### config.mk
export PLATFORM = sky130hd
export DESIGN_NAME = imem_loader
export DESIGN_NICKNAME = d
export VERILOG_FILES = /design/src/rtl/imem_loader.sv
export SDC_FILE = /design/constraint.sdc
export NUM_CORES = 1
export LEC_CHECK = 0
export CAP_MARGIN = 20
export CORE_MARGIN = 5
export CORE_UTILIZATION = 26
export DETAILED_ROUTE_END_ITERATION = 10
export MAX_ROUTING_LAYER = met4
export PLACE_DENSITY_LB_ADDON = 0.3
export SYNTH_ARGS = -nofsm -noshare
export SYNTH_HDL_FRONTEND = slang
export SYNTH_SLANG_ARGS = --single-unit
### constraint.sdc
create_clock -name clk -period 3.6 [get_ports clk]
set_input_delay 0.36 -clock clk [delete_from_list [all_inputs] [get_ports clk]]
set_output_delay 0.36 -clock clk [all_outputs]
set_load 0.01 [all_outputs]
### src/rtl/imem_loader.sv
// Byte-stream instruction-memory loader: packs little-endian bytes into 32-bit
// words, writes them to IMEM, then releases the CPU until HALT_PC or timeout.
module imem_loader #(
  parameter int unsigned ADDR_W     = 8,
  parameter logic [31:0] HALT_PC    = 32'h80000078,
  parameter logic [31:0] MAX_CYCLES = 32'd100000
) (
  input  logic              clk,
  input  logic              rstn,
  input  logic              start,
  input  logic              s_valid,
  input  logic [7:0]        s_data,
  input  logic              s_last,
  output logic              s_ready,
  output logic              imem_we,
  output logic [ADDR_W-1:0] imem_addr,
  output logic [31:0]       imem_wdata,
  output logic              cpu_rstn,
  input  logic [31:0]       cpu_pc,
  output logic              running,
  output logic              halted,
  output logic              err,
  output logic [ADDR_W:0]   word_count,
  output logic [31:0]       cycle_count
);

  typedef enum logic [2:0] {IDLE, LOAD, WRITE, RUN, HALT} state_t;

  state_t            state_q, state_d;
  logic [1:0]        byte_idx_q, byte_idx_d;
  logic [31:0]       buf_q, buf_d;
  logic              last_q, last_d;
  logic [ADDR_W-1:0] addr_q, addr_d;
  logic [ADDR_W:0]   word_cnt_q, word_cnt_d;
  logic [31:0]       cycle_cnt_q, cycle_cnt_d;
  logic              err_q, err_d;

  always_ff @(posedge clk or negedge rstn) begin
    if (!rstn) begin
      state_q     <= IDLE;
      byte_idx_q  <= '0;
      buf_q       <= '0;
      last_q      <= 1'b0;
      addr_q      <= '0;
      word_cnt_q  <= '0;
      cycle_cnt_q <= '0;
      err_q       <= 1'b0;
    end else begin
      state_q     <= state_d;
      byte_idx_q  <= byte_idx_d;
      buf_q       <= buf_d;
      last_q      <= last_d;
      addr_q      <= addr_d;
      word_cnt_q  <= word_cnt_d;
      cycle_cnt_q <= cycle_cnt_d;
      err_q       <= err_d;
    end
  end

  always_comb begin
    state_d     = state_q;
    byte_idx_d  = byte_idx_q;
    buf_d       = buf_q;
    last_d      = last_q;
    addr_d      = addr_q;
    word_cnt_d  = word_cnt_q;
    cycle_cnt_d = cycle_cnt_q;
    err_d       = err_q;
    s_ready     = 1'b0;
    imem_we     = 1'b0;
    cpu_rstn    = 1'b0;
    running     = 1'b0;
    halted      = 1'b0;

    unique case (state_q)
      IDLE, HALT: begin
        halted = (state_q == HALT);
        if (start) begin
          state_d     = LOAD;
          byte_idx_d  = '0;
          last_d      = 1'b0;
          addr_d      = '0;
          word_cnt_d  = '0;
          cycle_cnt_d = '0;
          err_d       = 1'b0;
        end
      end
      LOAD: begin
        s_ready = 1'b1;
        if (s_valid) begin
          // First byte of a word clears the buffer so a short final word is zero-padded.
          if (byte_idx_q == 2'd0) buf_d = '0;
          buf_d[{byte_idx_q, 3'b000} +: 8] = s_data;
          byte_idx_d = byte_idx_q + 2'd1;
          last_d     = s_last;
          if (byte_idx_q == 2'd3 || s_last) state_d = WRITE;
        end
      end
      WRITE: begin
        imem_we    = 1'b1;
        word_cnt_d = word_cnt_q + (ADDR_W+1)'(1);
        if (last_q) begin
          state_d = RUN;
        end else if (addr_q == '1) begin
          state_d = IDLE;
          err_d   = 1'b1;
        end else begin
          addr_d     = addr_q + ADDR_W'(1);
          byte_idx_d = '0;
          state_d    = LOAD;
        end
      end
      RUN: begin
        cpu_rstn    = 1'b1;
        running     = 1'b1;
        cycle_cnt_d = cycle_cnt_q + 32'd1;
        if (cpu_pc == HALT_PC) begin
          state_d = HALT;
        end else if (cycle_cnt_q == MAX_CYCLES - 32'd1) begin
          state_d = HALT;
          err_d   = 1'b1;
        end
      end
      default: state_d = IDLE;
    endcase
  end

  assign imem_addr   = addr_q;
  assign imem_wdata  = buf_q;
  assign err         = err_q;
  assign word_count  = word_cnt_q;
  assign cycle_count = cycle_cnt_q;

endmodule

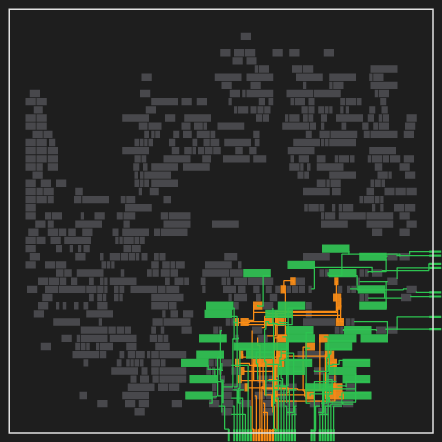
**Above:** wires at chosen ports, followed through buffers.
(3 px per um)
imem_wdata -> green  # bits 32, direction output, end cells 32, buffers 32, wire 1170 um
s_data -> orange  # bits 8, direction input, end cells 32, buffers 8, wire 605 um
number of buffers added on ports: 131
num ports: 132

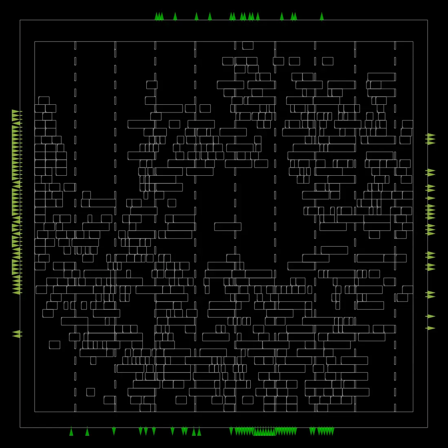
**Above:** placement view.
count of flip-flops and latches: 88
fraction of the core area covered by cells at the end of the flow: 37.74%
fillcell total: 1656

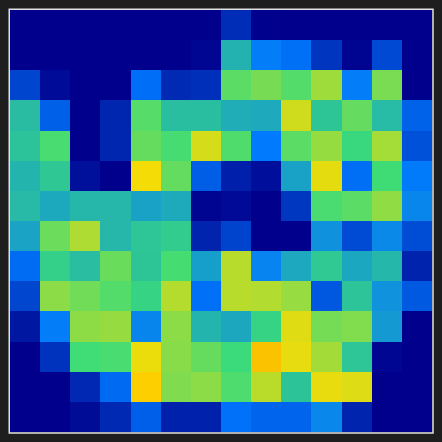
**Above:** cell area per tile.
(3 px per um) 14 x 14 tiles, from dark blue (low) to red (high), 0 to 100% covered.
densest ninth of the die = bottom middle
emptiest ninth of the die = top left
tiles over 75% full = 1.0%
fullest tile = 78%

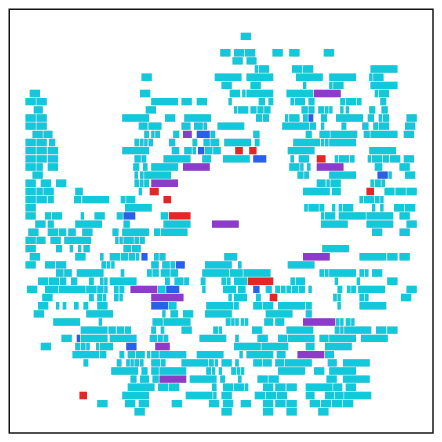
**Above:** cell sizes after repair.
(3 px per um)
x3 and x4 -> red  # cells 10
x1 and smaller -> cyan  # cells 547
x6 and larger -> purple  # cells 13
x2 -> blue  # cells 13

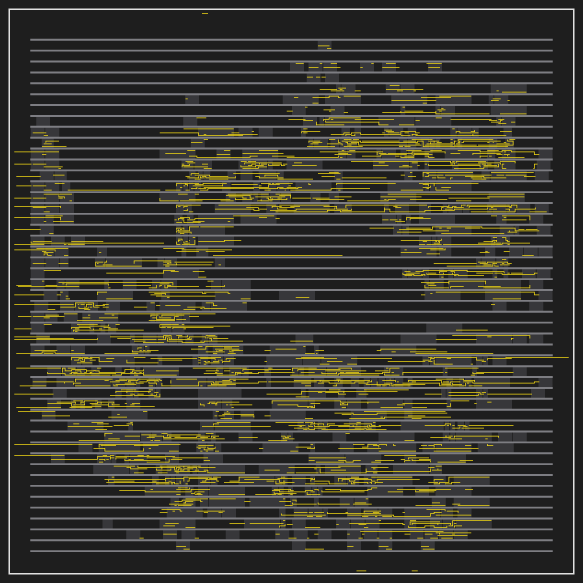
**Above:** met1 routing.
(4 px per um) Supply wires on this layer in grey.
wire length on this layer = 5810 um
nets with wire on the layer = 560
longest straight run = 34.0 um

==> flow_metrics.rpt <==
==== FLOW RESULTS ====
----------------------------------------------------
[Pwr]
  Largest vdd supply drop ........................ 0.0002808 V
  Clock group share of total power ........................ 31.6%
  Total power ........................ 3.291 mW
  Power density over the cells ........................ 522.1 nW/um^2

[Worst setup path]
  Worst path depth ........................ 3
  CP required ........................ 3.24 ns
  Arrival time reported for the critical path endpoint ........................ 2.17 ns
  R2R Path End ........................ cycle_count[2]
  Worst Setup End Kind ........................ output port
  Buf/Inv on CP ........................ 2
  Type of the setup path with the least slack ........................ register to output port

[Cells and area]
  Fraction of final layout cells sized beyond drive strength 1 ........................ 6.175%
  Number of antenna repair diodes ........................ 0
  Most numerous logic cell after layout ........................ sky130_fd_sc_hd__clkdlybuf4s50_1
  Most frequent logic cells in the routed design ........................ sky130_fd_sc_hd__clkdlybuf4s50_1, sky130_fd_sc_hd__dfrtp_1, sky130_fd_sc_hd__nand2_1

[GRT]
  Routing layer with the top usage in global route ........................ met2
  Global-route met2 utilization ........................ 21.12%
  Pin count of the biggest net entering global routing ........................ 73
  Number of antenna violations at the first check in global routing ........................ 0
  Met3 Use GR ........................ 2.946%
  Wire length of the first global-routing pass ........................ 20.81 mm

[Floorplan]
  Die Height ........................ 140.7 um
  Horizontal die size ........................ 140.7 um
  Floorplan core area ........................ 16700 um^2

[Synthesis]
  Number of cells produced by synthesis ........................ 448
  Syn nets ........................ 501
  Synth top area share ........................ 49.56%
  Synth Cell Area ........................ 4443 um^2
  Count of state elements after synthesis ........................ 88
  Sequential cell area fraction in the yosys report ........................ 49.56%
  Post-synth ARST share ........................ 100.0%
  Count of library flops with an enable pin ........................ 0

[Route]
  Routed length on met2 ........................ 6.052 mm
  Post-Route M1 WL ........................ 5.814 mm
  First-pass detailed-route iteration total ........................ 4

[CTS]
  Clock input transition at the sequential cells of the worst setup and hold paths ........................ 0.06 ns
  Bufs on Longest Clock Path ........................ 2
  Insertion delay of the later-clocked pin in the worst-skew pair ........................ 0.35 ns
  Clock net sink count ........................ 88

[Run]
  Max Cap Violations ........................ 0

[STA]
  Setup slack of the critical path after layout ........................ 1.068 ns
  Final critical delay including setup and external delays ........................ 2.532 ns
  Final critical-path share of the clock period ........................ 70.34%
  Number of pins exceeding their max-slew limit in the final report ........................ 0
  Upper clock frequency limit ........................ 394.9 MHz
  Hold violation total from the final report ........................ 0
  Final TNS setup ........................ 0 ns

[Place]
  Placement-stage worst setup slack ........................ 1.199 ns

[Outcome]
  Status ........................ complete, no violations

----------------------------------------------------
registers in the layout (all words and copies together) (netlist names):
signal	count
cycle_count	32
imem_wdata	32
word_count	9
imem_addr	8
state_q	3
byte_idx_q	2
err	1
last_q	1
stage by stage:
step | instances | hold slack [ns] | utilization, % | area [um^2]
floorplan | 448 | 0.06441 | - | 4443
global placement | 786 | 0.4723 | 35.71 | 5964
detailed placement | 786 | 0.4756 | 35.71 | 5964
CTS | 802 | 0.1895 | 37.69 | 6295
global route | 803 | 0.2547 | 37.74 | 6302
finish | 803 | 0.1443 | 37.74 | 6302
logic make-up after synthesis:
group	share of synthesized area (%)
simple gates	24.19
compound gates	14.95
flops	49.56
mux	6.083
buf+inv	2.760
fa+ha+maj	2.253
xor+xnor	0.1972
layout make-up:
class | instances | area, um^2
clock buffer | 10 | 239.0
clock inverter | 6 | 91.34
fill | 1656 | 10400
inverter | 8 | 30.03
multi-input combinational | 335 | 2118
sequential | 88 | 2202
tap | 220 | 275.3
timing repair buffer | 136 | 1346
worst min path at each step:
stage                   startpoint             end  slack (ns)  cells after the start
floorplan                     rstn   byte_idx_q[0]        0.06                      0
global placement    imem_wdata[24]  imem_wdata[24]        0.47                      2
detailed placement  imem_wdata[14]  imem_wdata[14]        0.48                      2
CTS                           rstn   word_count[3]        0.19                      1
global route                  rstn   word_count[3]        0.25                      1
finish                        rstn    imem_addr[0]        0.14                      1
power groups by stage:
| stage | registers, mW | logic, mW | clock network, mW |
|---|---|---|---|
| after floorplan | 1.28 | 0.537 | 0 |
| after global placement | 1.31 | 0.940 | 0 |
| after detailed placement | 1.31 | 0.961 | 0 |
| after CTS | 1.30 | 0.964 | 1.07 |
| after global routing | 1.32 | 1.06 | 1.11 |
| final | 1.30 | 0.956 | 1.04 |
Power is estimated from default activity; no workload was simulated.
